`src/rtl/bps_sequencer.sv`:
```
//==============================================================================
// Module      : bps_sequencer
// Description : Upstream instruction issuer for bps_master. A single accepted
//               go plus an iteration count expands into the full TRW-S pass
//               schedule: LOAD once, then DOWN, STORE_DOWN, UP, STORE_UP per
//               iteration. Each op is a one-cycle instruction pulse; the next
//               op is issued only after the master's stall has cleared (or
//               never rose within ARM_TIMEOUT cycles) and GAP idle cycles.
// Revision    : 1.0 - initial release
//------------------------------------------------------------------------------
// Ports
//   clk           in   1           clock, all state on rising edge
//   rst           in   1           asynchronous reset, active low
//   go            in   1           start request, sampled only when idle
//   iterations    in   ITER_WIDTH  iteration count, latched on accepted go
//   abort         in   1           stop at the next op boundary (sticky)
//   instruction   out  3           0 IDLE,1 LOAD,2 DOWN,3 UP,4 ST_DOWN,5 ST_UP
//   master_stall  in   1           bps_master busy executing an op
//   busy          out  1           high from accepted go until back in idle
//   done          out  1           one-cycle pulse at end of run
//   aborted       out  1           run ended by abort (valid with done)
//   iter_count    out  ITER_WIDTH  completed iterations of current/last run
//==============================================================================
`default_nettype none

module bps_sequencer #(
   parameter int ITER_WIDTH  = 8,
   parameter int GAP         = 4,
   parameter int ARM_TIMEOUT = 4
) (
   input  logic                  clk,
   input  logic                  rst,
   input  logic                  go,
   input  logic [ITER_WIDTH-1:0] iterations,
   input  logic                  abort,
   output logic [2:0]            instruction,
   input  logic                  master_stall,
   output logic                  busy,
   output logic                  done,
   output logic                  aborted,
   output logic [ITER_WIDTH-1:0] iter_count
);

   localparam int TIMER_W = $clog2(ARM_TIMEOUT + 1);
   localparam int GAP_W   = $clog2(GAP + 1);

   localparam logic [TIMER_W-1:0] c_arm_limit = TIMER_W'(ARM_TIMEOUT);
   localparam logic [GAP_W-1:0]   c_gap_last  = GAP_W'(GAP - 1);

   localparam logic [2:0] c_op_idle       = 3'd0;
   localparam logic [2:0] c_op_load       = 3'd1;
   localparam logic [2:0] c_op_down       = 3'd2;
   localparam logic [2:0] c_op_up         = 3'd3;
   localparam logic [2:0] c_op_store_down = 3'd4;
   localparam logic [2:0] c_op_store_up   = 3'd5;

   typedef enum logic [2:0] {
      S_IDLE   = 3'd0,
      S_ISSUE  = 3'd1,
      S_ARM    = 3'd2,
      S_WAIT   = 3'd3,
      S_GAP    = 3'd4,
      S_FINISH = 3'd5
   } state_t;

   state_t                r_state;
   logic [2:0]            r_op;
   logic [ITER_WIDTH-1:0] r_iters;
   logic [TIMER_W-1:0]    r_timer;
   logic [GAP_W-1:0]      r_gap;
   logic                  r_abort;
   logic                  r_last;

   state_t                w_state;
   logic [2:0]            w_op;
   logic [ITER_WIDTH-1:0] w_iters;
   logic [TIMER_W-1:0]    w_timer;
   logic [GAP_W-1:0]      w_gap;
   logic                  w_abort;
   logic                  w_last;
   logic [2:0]            w_instruction;
   logic                  w_busy;
   logic                  w_done;
   logic                  w_aborted;
   logic [ITER_WIDTH-1:0] w_iter_count;
   logic                  w_complete;
   logic [TIMER_W-1:0]    w_timer_inc;
   logic [ITER_WIDTH-1:0] w_iter_inc;

   assign w_timer_inc = r_timer + 1'b1;
   assign w_iter_inc  = iter_count + 1'b1;

   //---------------------------------------------------------------------------
   // State and registered outputs
   //---------------------------------------------------------------------------
   always_ff @(posedge clk or negedge rst) begin
      if (!rst) begin
         r_state     <= S_IDLE;
         r_op        <= c_op_idle;
         r_iters     <= '0;
         r_timer     <= '0;
         r_gap       <= '0;
         r_abort     <= 1'b0;
         r_last      <= 1'b0;
         instruction <= c_op_idle;
         busy        <= 1'b0;
         done        <= 1'b0;
         aborted     <= 1'b0;
         iter_count  <= '0;
      end else begin
         r_state     <= w_state;
         r_op        <= w_op;
         r_iters     <= w_iters;
         r_timer     <= w_timer;
         r_gap       <= w_gap;
         r_abort     <= w_abort;
         r_last      <= w_last;
         instruction <= w_instruction;
         busy        <= w_busy;
         done        <= w_done;
         aborted     <= w_aborted;
         iter_count  <= w_iter_count;
      end
   end

   //---------------------------------------------------------------------------
   // Next-state and next-output logic. Outputs are computed for the state
   // being entered, so instruction is nonzero exactly while in ISSUE and done
   // is high the cycle after FINISH.
   //---------------------------------------------------------------------------
   always_comb begin
      w_state       = r_state;
      w_op          = r_op;
      w_iters       = r_iters;
      w_timer       = r_timer;
      w_gap         = r_gap;
      // abort is sticky for the remainder of the run
      w_abort       = r_abort | abort;
      w_last        = r_last;
      w_instruction = c_op_idle;
      w_busy        = busy;
      w_done        = 1'b0;
      w_aborted     = aborted;
      w_iter_count  = iter_count;
      w_complete    = 1'b0;

      case (r_state)
         S_IDLE: begin
            w_abort = 1'b0;
            if (go) begin
               w_iters      = iterations;
               w_iter_count = '0;
               w_aborted    = 1'b0;
               w_busy       = 1'b1;
               w_abort      = abort;
               if (iterations == '0) begin
                  // Empty schedule counts as a normal completion
                  w_last  = 1'b1;
                  w_state = S_FINISH;
               end else begin
                  w_last        = 1'b0;
                  w_op          = c_op_load;
                  w_instruction = c_op_load;
                  w_state       = S_ISSUE;
               end
            end
         end

         S_ISSUE: begin
            w_timer = '0;
            w_state = S_ARM;
         end

         S_ARM: begin
            if (master_stall) begin
               w_state = S_WAIT;
            end else begin
               // Master never acknowledged; treat the op as retired
               w_timer = w_timer_inc;
               if (w_timer_inc == c_arm_limit) begin
                  w_complete = 1'b1;
               end
            end
         end

         S_WAIT: begin
            if (!master_stall) begin
               w_complete = 1'b1;
            end
         end

         S_GAP: begin
            if (r_gap == c_gap_last) begin
               if (r_last || w_abort) begin
                  w_state = S_FINISH;
               end else begin
                  w_instruction = r_op;
                  w_state       = S_ISSUE;
               end
            end else begin
               w_gap = r_gap + 1'b1;
            end
         end

         S_FINISH: begin
            w_done    = 1'b1;
            w_busy    = 1'b0;
            // A schedule that ran to completion is never reported as aborted
            w_aborted = r_abort & ~r_last;
            w_abort   = 1'b0;
            w_state   = S_IDLE;
         end

         default: begin
            w_state = S_IDLE;
         end
      endcase

      // Retire the op in flight and choose the next one
      if (w_complete) begin
         w_state = S_GAP;
         w_gap   = '0;
         case (r_op)
            c_op_load:       w_op = c_op_down;
            c_op_down:       w_op = c_op_store_down;
            c_op_store_down: w_op = c_op_up;
            c_op_up:         w_op = c_op_store_up;
            c_op_store_up: begin
               w_iter_count = w_iter_inc;
               w_op         = c_op_down;
               if (w_iter_inc == r_iters) begin
                  w_last = 1'b1;
               end
            end
            default:         w_op = c_op_idle;
         endcase
      end
   end

endmodule

`default_nettype wire

```
`config.mk`:
```
export PLATFORM = sky130hd
export DESIGN_NAME = bps_sequencer
export DESIGN_NICKNAME = d
export VERILOG_FILES = /design/src/rtl/bps_sequencer.sv
export SDC_FILE = /design/constraint.sdc
export NUM_CORES = 1
export LEC_CHECK = 0
export ABC_AREA = 1
export ABC_CLOCK_PERIOD_IN_PS = 1400
export CAP_MARGIN = 20
export CORE_MARGIN = 5
export CORE_UTILIZATION = 45
export DETAILED_ROUTE_END_ITERATION = 16
export PLACE_DENSITY = 0.7
export SKIP_CTS_REPAIR_TIMING = 1
export SYNTH_ARGS = -nofsm -noshare
export SYNTH_HDL_FRONTEND = slang
export SYNTH_SLANG_ARGS = --single-unit
```
`constraint.sdc`:
```
create_clock -name clk -period 1.4 [get_ports clk]
set_input_delay 0.42 -clock clk [delete_from_list [all_inputs] [get_ports clk]]
set_output_delay 0.42 -clock clk [all_outputs]
set_load 0.005 [all_outputs]
```
==> run notes <==
Notes on the physical implementation.

- The run finished, with violations left.
- The final reports fail on negative setup slack.
- Once detailed placement completed, the half-perimeter wirelength came to between 3000 and 4000 um.
- The count of final setup violators is 4, for reference.
- The part of the Yosys area used for sequential elements is between 40% and 50%, for reference.
- The number of fill cells in the layout is 354, for reference.
- For this design the top-level I/O count stands at 27.
- The cell area after synthesis is 1960 um2, for reference.
- The width of the die is ~76 um, for reference.
- The worst setup path is captured at a register.
- The pin count of the biggest net entering global routing is 37, for reference.
- The met2 routing resource usage after global routing is about a quarter, for reference.
- The yosys-reported design area after synthesis is 1960 um2, for reference.
- Once detail routing completed, the nets flagged for antenna violations numbered 0.
- The dominant cell type by count on the critical path is sky130_fd_sc_hd__nand2_1, for reference.
- The required time of the worst setup path is about 1600 ps, for reference.
- In the synthesized netlist, the dominant kind of combinational cell is simple AND/OR/NAND/NOR gates.
- The ratio of cells with drive above 1 in the final layout is between 30 and 40%, for reference.
- Across all layers, the routed design uses 1788 vias.
- In this run, distinct cell masters in the synthesized netlist total 31.
- The clock tree root buffer cell is sky130_fd_sc_hd__clkbuf_8, for reference.
- Once the floorplan was initialized, standard cells occupied roughly 46% of the core.
- Per STA, the highest per-stage delay on the worst path measures about 410 ps.
- Global routing finished with a remaining overflow of 0.
- The most common logic cells in the final layout are 59 x sky130_fd_sc_hd__nand2_1, 34 x sky130_fd_sc_hd__dfrtp_1, 32 x sky130_fd_sc_hd__buf_4.
- The first global-routing pass estimated roughly 7400 um of wire.
- The clock skew after layout is between 8 and 9 ps, for reference.
- Looking at the critical path, the single cell with the biggest stage delay is sky130_fd_sc_hd__dfrtp_1.
- The total buffers and inverters traversed by the critical path is 3, for reference.
- The final critical-path setup slack is -102 ps, for reference.
- For this run, the detailed router's first-pass iteration total came to 4.
- Clock tree synthesis found a total of 36 sinks.
==> through the flow <==
step | utilization, % | instances | setup TNS [ps] | worst slack [ps] | hold WS [ps]
6_report | 65.1 | 361 | -199 | -102 | 487
5_1_grt | 65.1 | 361 | -1150 | -221 | 518
4_1_cts | 60.6 | 350 | -3380 | -389 | 488
3_5_place_dp | 58.3 | 343 | -5360 | -297 | 470
3_3_place_gp | 58.3 | 343 | -4560 | -265 | 458
2_1_floorplan | - | 240 | 0 | 3.56 | 124
==> layout make-up <==
type,count,area share [%]
timing repair buffer,64,21.9
sequential,36,32.3
tap,52,2.33
multi-input combinational,164,34.9
inverter,38,5.15
clock buffer,7,3.45
==> state kept, by name, indices dropped and copies added, names as in the netlist <==
register and count:
aborted 1, busy 1, done 1, instruction 3, iter_count 8, r_abort 1, r_gap 3, r_iters 8
r_last 1, r_op 3, r_state 3, r_timer 3
==> power by group <==
| part | internal, mW | switching [mW] |
|---|---|---|
| clock | 0.438 | 0.357 |
| combinational | 0.884 | 1.04 |
| sequential | 1.37 | 0.236 |
| total | 2.70 | 1.63 |
==> path summary, 6_finish.rpt <==
check | start | endpoint | cells after the start
max in group asynchronous | rst | r_state[2] | 2
worst min-delay path | r_timer[2] | r_timer[2] | 2
worst max-delay path | iter_count[0] | r_last | 12
worst max register to register | iter_count[0] | r_last | 12
min in group asynchronous | rst | r_iters[1] | 2
worst min register to register | r_timer[2] | r_timer[2] | 2
==> synthesized netlist by cell type, drive strengths merged (3+ instances only) <==
master and count:
nand4 3, nor3 5, ha 5, o21ai 25, a21oi 3, nor2 19, inv 37, nand3b 4
nand2 67, dfrtp 36, o22ai 4, nand3 22
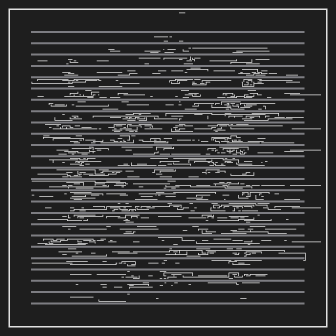
(M1 wires)
Supply wires on this layer in gray.
nets with wire on the layer = 308
wire length on this layer = 1950 um

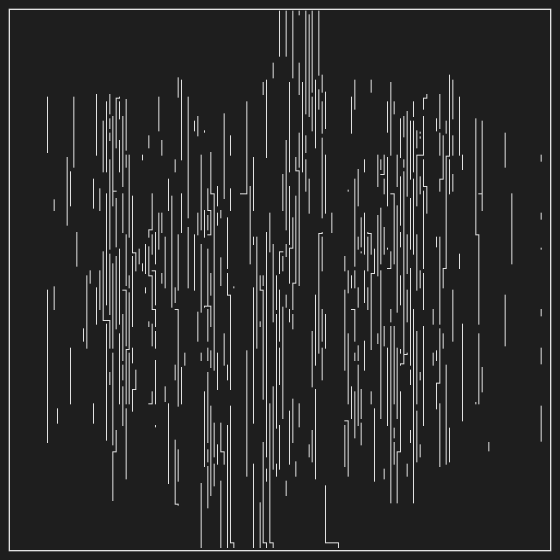
(the metal 2 layer)
share of all routed wire = 53%
longest straight run = 31.6 um
wire length on this layer = 2420 um
nets with wire on the layer = 280
main direction = vertical

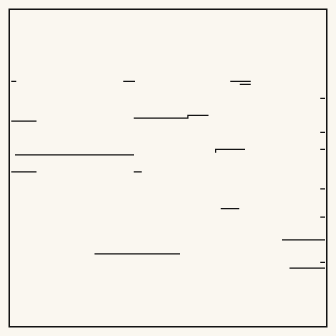
(the metal 3 layer)
share of all routed wire = 2.8%
nets with wire on the layer = 16

Power figures rest on the tool's default switching activity, not on a simulated workload.
